===== src/rtl/core_inst_seq.sv =====
`default_nettype none
// =============================================================================
// Module  : core_inst_seq
// Brief   : Attention-pass sequencer driving core.inst / core.mem_in
//           (QLOAD, KLOAD, KPRE, EXEC, DRAIN, ACC, DIV, FIN).
//           Macro READBACK_EN adds a pmem readback phase (RDBK) and rd_valid.
// Rev     : 1.0
// =============================================================================
module core_inst_seq #(
    parameter int col       = 8,
    parameter int bw        = 8,
    parameter int pr        = 8,
    parameter int N_Q       = 8,
    parameter int DRAIN_CYC = 16
) (
    input  logic               clk,
    input  logic               reset,
    input  logic               start,
    input  logic [pr*bw-1:0]   din,
    input  logic               din_valid,
    output logic               din_ready,
    output logic [19:0]        inst,
    output logic [pr*bw-1:0]   mem_in,
    output logic               busy,
`ifdef READBACK_EN
    output logic               done,
    output logic               rd_valid
`else
    output logic               done
`endif
);

    localparam int c_b_sfp_wr  = 19;
    localparam int c_b_acc     = 18;
    localparam int c_b_div     = 17;
    localparam int c_b_ofifo   = 16;
    localparam int c_b_exec    = 7;
    localparam int c_b_kload   = 6;
    localparam int c_b_q_rd    = 5;
    localparam int c_b_q_wr    = 4;
    localparam int c_b_k_rd    = 3;
    localparam int c_b_k_wr    = 2;
    localparam int c_b_p_rd    = 1;
    localparam int c_b_p_wr    = 0;

    localparam int         c_dw         = (DRAIN_CYC > 1) ? $clog2(DRAIN_CYC) : 1;
    localparam logic [3:0] c_nq_last    = 4'(N_Q - 1);
    localparam logic [3:0] c_col_last   = 4'(col - 1);
    localparam logic [c_dw-1:0] c_drain_last = c_dw'(DRAIN_CYC - 1);

    typedef enum logic [3:0] {
        S_IDLE  = 4'd0,
        S_QLOAD = 4'd1,
        S_KLOAD = 4'd2,
        S_KPRE  = 4'd3,
        S_EXEC  = 4'd4,
        S_DRAIN = 4'd5,
        S_ACC   = 4'd6,
        S_DIV   = 4'd7,
        S_RDBK  = 4'd8,
        S_FIN   = 4'd9
    } state_t;

    state_t            state_q, state_d;
    logic [3:0]        i_q, i_d;
    // tail marks the extra trailing cycle of KPRE/EXEC so i never needs a 5th bit
    logic              tail_q, tail_d;
    logic [c_dw-1:0]   drain_q, drain_d;
    logic [19:0]       inst_q, inst_d;
    logic [pr*bw-1:0]  mem_in_q, mem_in_d;

    always_comb begin
        state_d   = state_q;
        i_d       = i_q;
        tail_d    = tail_q;
        drain_d   = drain_q;
        inst_d    = '0;
        mem_in_d  = mem_in_q;
        din_ready = 1'b0;
        done      = 1'b0;
        busy      = (state_q != S_IDLE);

        case (state_q)
            S_IDLE: begin
                if (start) begin
                    state_d = S_QLOAD;
                    i_d     = '0;
                    tail_d  = 1'b0;
                end
            end
            S_QLOAD: begin
                din_ready = 1'b1;
                if (din_valid) begin
                    inst_d[c_b_q_wr] = 1'b1;
                    inst_d[15:12]    = i_q;
                    mem_in_d         = din;
                    if (i_q == c_nq_last) begin
                        state_d = S_KLOAD;
                        i_d     = '0;
                    end else begin
                        i_d = i_q + 4'd1;
                    end
                end
            end
            S_KLOAD: begin
                din_ready = 1'b1;
                if (din_valid) begin
                    inst_d[c_b_k_wr] = 1'b1;
                    inst_d[15:12]    = i_q;
                    mem_in_d         = din;
                    if (i_q == c_col_last) begin
                        state_d = S_KPRE;
                        i_d     = '0;
                        tail_d  = 1'b0;
                    end else begin
                        i_d = i_q + 4'd1;
                    end
                end
            end
            S_KPRE: begin
                inst_d[c_b_kload] = 1'b1;
                if (!tail_q) begin
                    inst_d[c_b_k_rd] = 1'b1;
                    inst_d[15:12]    = i_q;
                    if (i_q == c_col_last) begin
                        tail_d = 1'b1;
                    end else begin
                        i_d = i_q + 4'd1;
                    end
                end else begin
                    state_d = S_EXEC;
                    i_d     = '0;
                    tail_d  = 1'b0;
                end
            end
            S_EXEC: begin
                inst_d[c_b_exec] = 1'b1;
                if (!tail_q) begin
                    inst_d[c_b_q_rd] = 1'b1;
                    inst_d[15:12]    = i_q;
                    if (i_q == c_nq_last) begin
                        tail_d = 1'b1;
                    end else begin
                        i_d = i_q + 4'd1;
                    end
                end else begin
                    state_d = S_DRAIN;
                    i_d     = '0;
                    tail_d  = 1'b0;
                    drain_d = '0;
                end
            end
            S_DRAIN: begin
                if (drain_q == c_drain_last) begin
                    state_d = S_ACC;
                    i_d     = '0;
                end else begin
                    drain_d = drain_q + 1'b1;
                end
            end
            S_ACC: begin
                inst_d[c_b_ofifo] = 1'b1;
                inst_d[c_b_acc]   = 1'b1;
                if (i_q == c_nq_last) begin
                    state_d = S_DIV;
                    i_d     = '0;
                end else begin
                    i_d = i_q + 4'd1;
                end
            end
            S_DIV: begin
                inst_d[c_b_div]    = 1'b1;
                inst_d[c_b_p_wr]   = 1'b1;
                inst_d[c_b_sfp_wr] = 1'b1;
                inst_d[11:8]       = i_q;
                if (i_q == c_nq_last) begin
`ifdef READBACK_EN
                    state_d = S_RDBK;
`else
                    state_d = S_FIN;
`endif
                    i_d = '0;
                end else begin
                    i_d = i_q + 4'd1;
                end
            end
`ifdef READBACK_EN
            S_RDBK: begin
                inst_d[c_b_p_rd] = 1'b1;
                inst_d[11:8]     = i_q;
                if (i_q == c_nq_last) begin
                    state_d = S_FIN;
                    i_d     = '0;
                end else begin
                    i_d = i_q + 4'd1;
                end
            end
`endif
            S_FIN: begin
                done    = 1'b1;
                state_d = S_IDLE;
            end
            default: begin
                state_d = S_IDLE;
            end
        endcase
    end

    always_ff @(posedge clk) begin
        if (!reset) begin
            state_q  <= S_IDLE;
            i_q      <= '0;
            tail_q   <= 1'b0;
            drain_q  <= '0;
            inst_q   <= '0;
            mem_in_q <= '0;
        end else begin
            state_q  <= state_d;
            i_q      <= i_d;
            tail_q   <= tail_d;
            drain_q  <= drain_d;
            inst_q   <= inst_d;
            mem_in_q <= mem_in_d;
        end
    end

    assign inst   = inst_q;
    assign mem_in = mem_in_q;

`ifdef READBACK_EN
    // pmem data lands on core.out one cycle after the p_rd strobe is presented
    logic rd_valid_q, rd_valid_d;

    always_comb begin
        rd_valid_d = inst_q[c_b_p_rd];
    end

    always_ff @(posedge clk) begin
        if (!reset) begin
            rd_valid_q <= 1'b0;
        end else begin
            rd_valid_q <= rd_valid_d;
        end
    end

    assign rd_valid = rd_valid_q;
`endif

endmodule
`default_nettype wire

===== config.mk =====
export PLATFORM = sky130hd
export DESIGN_NAME = core_inst_seq
export DESIGN_NICKNAME = d
export VERILOG_FILES = /design/src/rtl/core_inst_seq.sv
export SDC_FILE = /design/constraint.sdc
export NUM_CORES = 1
export LEC_CHECK = 0
export ABC_AREA = 1
export CAP_MARGIN = 20
export CORE_MARGIN = 3
export CORE_UTILIZATION = 42
export DETAILED_ROUTE_END_ITERATION = 8
export PLACE_DENSITY = 0.78
export SLEW_MARGIN = 20
export SYNTH_ARGS = -nofsm -noshare
export SYNTH_HDL_FRONTEND = slang
export SYNTH_SLANG_ARGS = --single-unit

===== constraint.sdc =====
create_clock -name clk -period 1.8 [get_ports clk]
set_input_delay 0.36 -clock clk [delete_from_list [all_inputs] [get_ports clk]]
set_output_delay 0.36 -clock clk [all_outputs]
set_load 0.005 [all_outputs]

==> GITHUB_STEP_SUMMARY, run 1 <==
### Metrics collected by this job

| Metric | Value |
|---|---|
| Status | `complete, no violations` |
| CTS clock-pin slew for the worst setup and hold paths | `~0.090 ns` |
| Non-clk buf share | `a little under a third` |
| Crit path time final | `~1.7 ns` |
| Reg2Reg Depth | `9` |
| Sequential cell power | `approximately 2900 uW` |
| CTS tree | `yes` |
| Post-route cell area | `roughly 5600 um2` |
| Synth Cell Area | `between 3000 and 4000 um2` |
| Die footprint | `between 9000 and 10,000 um2` |
| GRT busiest layer | `met2` |
| Max reg flops | `~64` |
| CP Max Fanout | `5` |
| Inverters | `30` |
| Seq pwr share | `37.6%` |
| Cells after Synth | `slightly below 500` |
| Reg2reg setup slack | `0.13 ns` |
| Antenna viol nets, final | `0` |
| Vias in the first global route | `3,446` |
| Register share after synthesis | `approximately 50%` |
| Top sig layer | `met4` |
| Largest delay contributor family on the critical path | `flip-flops` |
| CTS hold repair buffers | `0` |
| Place WS | `about 0.015 ns` |
| Post-synth top flop | `dfxtp_1` |
| Worst Hold End | `tail_q` |
| Final Wtd Congestion | `around 0.91` |
| Clock Sinks | `93` |
| Commonest cells post-synth | `168 x nor2_1, 93 x dfxtp_1, 50 x o21ai_1, 42 x nand2_1, 27 x inv_1` |
| Switching Share | `33.9%` |
| Worst r2r src | `state_q[2]` |
| Register Area | `around 1900 um2` |
| DR DRC count | `0` |
| XOR-XNOR Cells, Area Fraction | `0.723%` |
| Syn avg cell area | `about 7.5 um2` |
| Reg2reg end | `i_q[1]` |
| TritonCTS Buffers | `9` |
| Critical Path AT | `~1.3 ns` |
| Final worst path period share | `94.6%` |
| # diodes | `0` |
| Top cells by area | `dfxtp_1 51%, nor2_1 17%, o21ai_1 6.9%` |
| Clock skew | `0.00714 ns` |
| Switch Pwr | `2620 uW` |
| DP Cell Count | `728` |
| Mux cell area share | `0%` |
| Ys async rst share | `0%` |
| Ao+oa area frac | `10.3%` |
| CTS Buffer Depth | `2` |
| Seq cells post-synth | `93` |
| Seq/total area | `33.7%` |
| GRT overflow | `0` |
| WL met3 | `between 700 and 800 um` |
| Vias per cell | `roughly 4.8` |
| Post-CTS setup buffers | `6` |
| Post-synth EDFFs | `0` |
| Mi-comb count | `333` |
| Max-area cell class | `registers` |
| Internal power | `around 5000 uW` |
| Multi-input combinational area share | `between 20% and 30%` |
### Cell placement, run 1

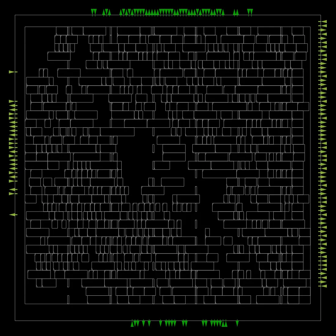
Core ar.: 8300 um2
FILL cells: 706

### Signal wires on met3, run 1

The bar under the picture is 20 um long.
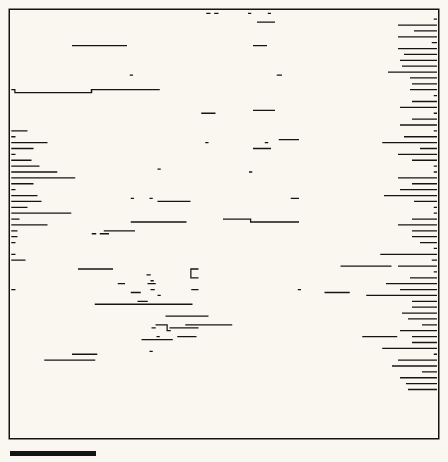
- wire length on this layer: 749 um
- main direction: horizontal
- nets with wire on the layer: 117
- share of all routed wire: 7.4%
- longest straight run: 22.3 um
vias: 3,617
grt met3 use: 3.61%
Routed WL: 10,100 um

### The metal 4 layer, run 1

Supply wires on this layer in grey.
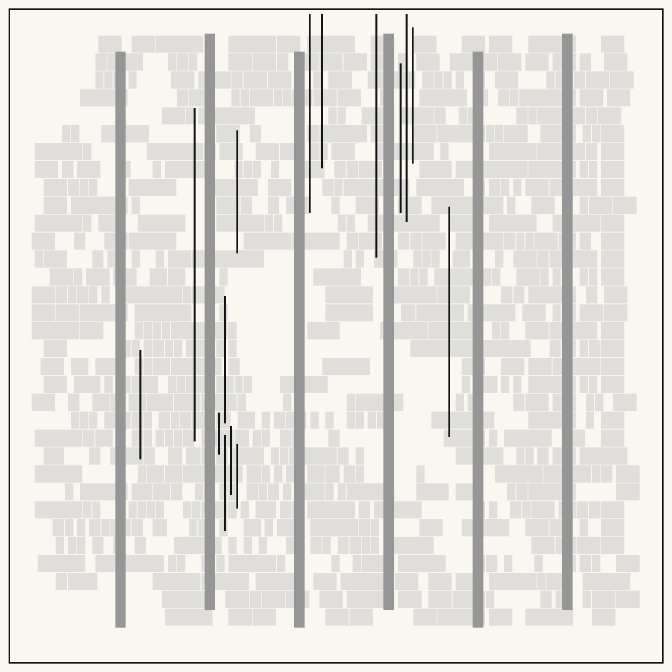
- nets with wire on the layer: 14
- longest straight run: 50.3 um

### Metal layers overlaid, run 1

The bar under the picture is 20 um long.
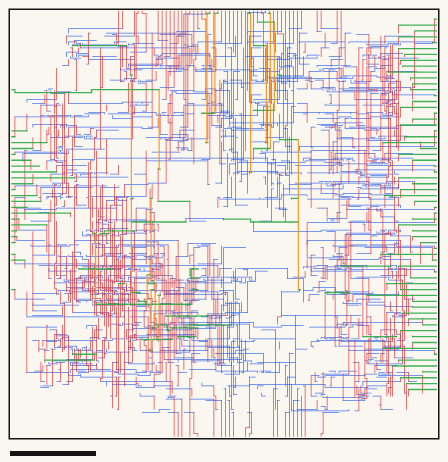
- blue: metal 1 (wire length 4,350 um)
- green: metal 3 (wire length 749 um)
- orange: metal 4 (wire length 343 um)
- red: metal 2 (wire length 4,680 um)

==> inputs of run 2 (changes only) <==
- CORE_UTILIZATION: 42 -> 46
- PLACE_DENSITY: 0.78 -> 0.85
- REMOVE_ABC_BUFFERS: default -> 1
- clock period: 1.8 -> 2.2 ns (I/O delays scaled with it)
### Signal wires on met3, run 2

The bar under the picture is 20 um long.
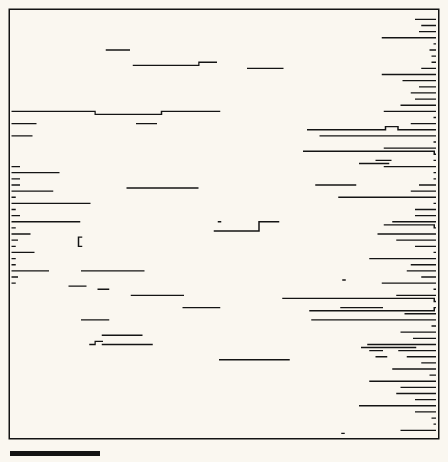
- share of all routed wire: 8.8%
- longest straight run: 33.6 um
- main direction: horizontal
- wire length on this layer: 886 um
- nets with wire on the layer: 110
Routed WL: 10,000 um
grt met3 use: 7.01%

### Cell placement, run 2

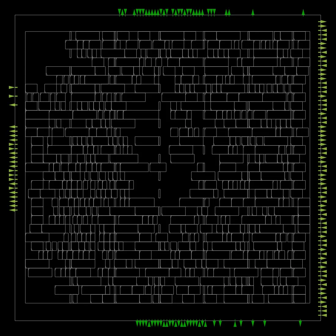
post-layout util: 72.7%
tap cells: 99
Seq cells: 93
Seq/total area: 34.6%

==> run 2 against run 1 <==
Design area shrank 2.8%. Clock skew rose by 0.00068 ns. Routed wire length is 0.90% lower. Setup slack gained 0.018 ns. Critical path depth shrank 1. Area after synthesis unchanged. Combinational power shrank 23%. Utilization rose by 5.6 points. First-iteration DRC count shrank 21%.
==> GITHUB_STEP_SUMMARY, run 2 <==
### Metrics collected by this job

| Metric | Value |
|---|---|
| Status | `complete, no violations (unchanged)` |
| Post-synth top flop | `dfxtp_1 (unchanged)` |
| FILL cells | `567 (was 706)` |
| DR DRC count | `0 (unchanged)` |
| Max reg flops | `64 (unchanged)` |
| TritonCTS Buffers | `9 (unchanged)` |
| Cells after Synth | `482 (unchanged)` |
| Synth Cell Area | `3630 um2 (unchanged)` |
| Post-CTS setup buffers | `0 (was 6)` |
| Top cells by area | `dfxtp_1 51%, nor2_1 17%, o21ai_1 6.9% (unchanged)` |
| Largest delay contributor family on the critical path | `buffers and inverters (was flip-flops)` |
| Critical Path AT | `1.65 ns (was 1.34 ns)` |
| Vias per cell | `4.86 (was 4.82)` |
| Worst Hold End | `inst[18] (was tail_q)` |
| Seq pwr share | `39.6% (was 37.6%)` |
| Clock skew | `0.00782 ns (was 0.00714 ns)` |
| Max-area cell class | `registers (unchanged)` |
| Vias | `3,553 (was 3,617)` |
| XOR-XNOR Cells, Area Fraction | `0.723% (unchanged)` |
| Post-route cell area | `5410 um2 (was 5570 um2)` |
| Ao+oa area frac | `10.3% (unchanged)` |
| GRT busiest layer | `met2 (unchanged)` |
| CP Max Fanout | `7 (was 5)` |
| CTS Buffer Depth | `2 (unchanged)` |
| Antenna viol nets, final | `0 (unchanged)` |
| # diodes | `0 (unchanged)` |
| Multi-input combinational area share | `27.4% (was 26.8%)` |
| Top sig layer | `met4 (unchanged)` |
| Crit path time final | `2.09 ns` |
| Syn avg cell area | `7.54 um2 (unchanged)` |
| Reg2Reg Depth | `8 (was 9)` |
| WL met3 | `886 um (was 749 um)` |
| Final Wtd Congestion | `0.893 (was 0.915)` |
| CTS hold repair buffers | `0 (unchanged)` |
| Worst r2r src | `state_q[3] (was state_q[2])` |
| Register Area | `1870 um2 (about the same)` |
| CTS tree | `yes (unchanged)` |
| Switching Share | `34.8% (was 33.9%)` |
| Post-synth EDFFs | `0 (unchanged)` |
| Core ar. | `7450 um2 (was 8300 um2)` |
| Reg2reg end | `mem_in[26] (was i_q[1])` |
| Register share after synthesis | `51.2% (unchanged)` |
| Die footprint | `9000 um2 (was 9810 um2)` |
| Reg2reg setup slack | `0.54 ns (was 0.13 ns)` |
| Ys async rst share | `0% (unchanged)` |
| Vias in the first global route | `3,299 (was 3,446)` |
| DP Cell Count | `714 (was 728)` |
| Seq cells post-synth | `93 (unchanged)` |
| CTS clock-pin slew for the worst setup and hold paths | `0.08 ns (was 0.09 ns)` |
==> inputs of run 3 (changes only) <==
- HOLD_SLACK_MARGIN: default -> 0.12
### Ports around the boundary, run 3

The bar under the picture is 20 um long. Pins as bars across the die edge, other pins in grey.
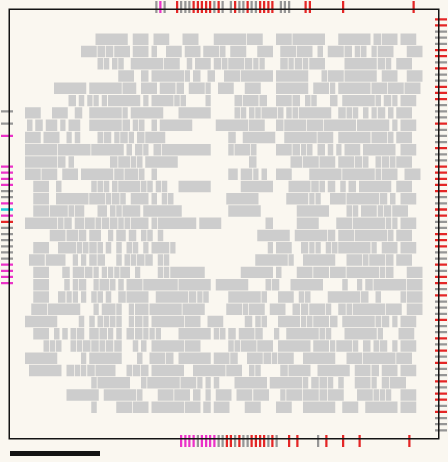
- cyan: busy (pins 1; direction output; edge left)
- red: mem_in (pins 64; direction output; edge 32 right, 17 top, 14 bottom, 1 left)
- magenta: inst (pins 20; direction output; edge 11 left, 8 bottom, 1 top)

==> run 3 against run 2 <==
Critical path depth stayed put. Final cell count did not move. Fmax stayed put. Routed wire length unchanged. Critical path type unchanged. Largest cell class unchanged. Largest power group unchanged.
==> GITHUB_STEP_SUMMARY, run 3 <==
### Metrics collected by this job

| Metric | Value |
|---|---|
| Grt met3 use | `7.01% (unchanged)` |
| TritonCTS Buffers | `9 (unchanged)` |
| Routed WL | `10,000 um (unchanged)` |
| Non-clk buf share | `29.7% (unchanged)` |
| Final Wtd Congestion | `0.893 (unchanged)` |
| Vias in the first global route | `3,299 (unchanged)` |
| Top cells by area | `dfxtp_1 51%, nor2_1 17%, o21ai_1 6.9% (unchanged)` |
| XOR-XNOR Cells, Area Fraction | `0.723% (unchanged)` |
| Met2 Wirelength | `4730 um (unchanged)` |
| CP Capture Type | `output port (unchanged)` |
| Post-route cell area | `5410 um2 (unchanged)` |
| Reg2Reg Depth | `8 (unchanged)` |
| Seq cells | `93 (unchanged)` |
| Internal power | `3920 uW (unchanged)` |
| Reg2reg end | `mem_in[26] (unchanged)` |
| Multi-input combinational area share | `27.4% (unchanged)` |
| Seq/total area | `34.6% (unchanged)` |
| Tap cells | `99 (unchanged)` |
| Buf/Inv on CP | `1 (unchanged)` |
| Final worst path period share | `94.8% (unchanged)` |
| Sequential cell power | `2380 uW (about the same)` |
| GRT overflow | `0 (unchanged)` |
| Post-CTS resize count | `3 (unchanged)` |
| DR DRC count | `0 (unchanged)` |
| Post-CTS setup buffers | `0 (unchanged)` |
| Max-area cell class | `registers (unchanged)` |
| Clk. pwr | `1170 uW (about the same)` |
| Worst r2r src | `state_q[3] (unchanged)` |
| Largest net degree at the start of global routing | `45 (unchanged)` |
| Peak VDD IR | `630 uV (unchanged)` |
| CTS Buffer Depth | `2 (unchanged)` |
| Status | `complete, no violations (unchanged)` |
| Ao+oa area frac | `10.3% (unchanged)` |
| Commonest cells post-synth | `168 x nor2_1, 93 x dfxtp_1, 50 x o21ai_1, 42 x nand2_1, 27 x inv_1 (unchanged)` |
| WL met3 | `886 um (unchanged)` |
| Lkg Pwr | `0.00219 uW (unchanged)` |
| Yosys Instances | `482 (unchanged)` |
| FILL cells | `567 (unchanged)` |
| Yosys top cell by instances | `nor2_1 (unchanged)` |
| P_comb | `2460 uW (about the same)` |
| Die footprint | `9000 um2 (unchanged)` |
| # diodes | `0 (unchanged)` |
| CTS clock-pin slew for the worst setup and hold paths | `0.08 ns (about the same)` |
| Mux cell area share | `0% (unchanged)` |
| Cells after Synth | `482 (unchanged)` |
| GRT busiest layer | `met2 (unchanged)` |
| Seq cells post-synth | `93 (unchanged)` |
| CTS hold repair buffers | `0 (unchanged)` |
| CTS H-tree depth | `3 (unchanged)` |
| Reg2reg setup slack | `0.54 ns (about the same)` |
| Vias per cell | `4.86 (unchanged)` |
| Ys async rst share | `0% (unchanged)` |
| Antenna viol nets, final | `0 (unchanged)` |
| Synth Cell Area | `3630 um2 (unchanged)` |
| Place WS | `0.256 ns (unchanged)` |
| Top sig layer | `met4 (unchanged)` |
| Max reg flops | `64 (unchanged)` |
| CP Max Fanout | `7 (unchanged)` |
| Worst hold slack | `0.474 ns (unchanged)` |
| Crit-path cells | `nor2_4 -> nand2_2 -> nand2_4 -> clkdlybuf4s50_1 (unchanged)` |
| Largest delay contributor family on the critical path | `buffers and inverters (unchanged)` |
| Clock skew | `0.00782 ns (unchanged)` |
| Register share after synthesis | `51.2% (unchanged)` |
| CTS tree | `yes (unchanged)` |
| Crit path time final | `2.09 ns (unchanged)` |
| Syn avg cell area | `7.54 um2 (unchanged)` |
| DIE HEIGHT | `94.9 um (unchanged)` |
| Switching Share | `34.8% (unchanged)` |
| Post-synth EDFFs | `0 (unchanged)` |
| Inverters | `30 (unchanged)` |
| Worst Hold End | `inst[18] (unchanged)` |
| RSZ-0062 raised after global routing | `false (unchanged)` |
| Mi-comb count | `333 (unchanged)` |
| Post-layout util | `72.7% (unchanged)` |
| Core ar. | `7450 um2 (unchanged)` |
| Post-synth top flop | `dfxtp_1 (unchanged)` |
| Register Area | `1870 um2 (unchanged)` |
| Critical Path AT | `1.65 ns (about the same)` |
| GRT Util Overall | `22.8% (unchanged)` |
| Hold Path Class | `input pin to flop (unchanged)` |
| CP startpoint | `state_q[3] (unchanged)` |
| Seq pwr share | `39.6% (about the same)` |
| Die X-Extent | `94.9 um (unchanged)` |
| Switch Pwr | `2090 uW (unchanged)` |
| Clock Sinks | `93 (unchanged)` |
| DP Cell Count | `714 (unchanged)` |
| Dominant combinational family | `simple AND/OR/NAND/NOR gates (unchanged)` |
| CP required | `1.76 ns (about the same)` |
| Placed cell areas | `5170 um2 (unchanged)` |
### Signal wires on met3, run 3

The bar under the picture is 20 um long.
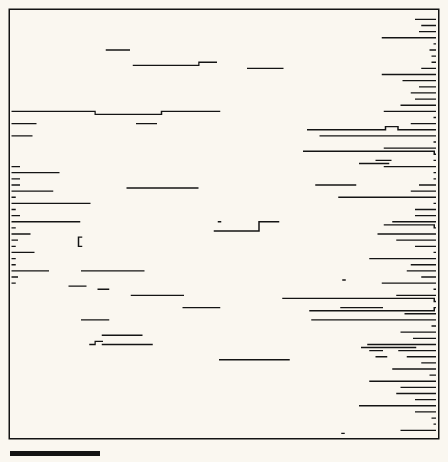
- nets with wire on the layer: 110
- share of all routed wire: 8.8%
- main direction: horizontal
vias: 3,553

Power and IR drop assume default switching activity.
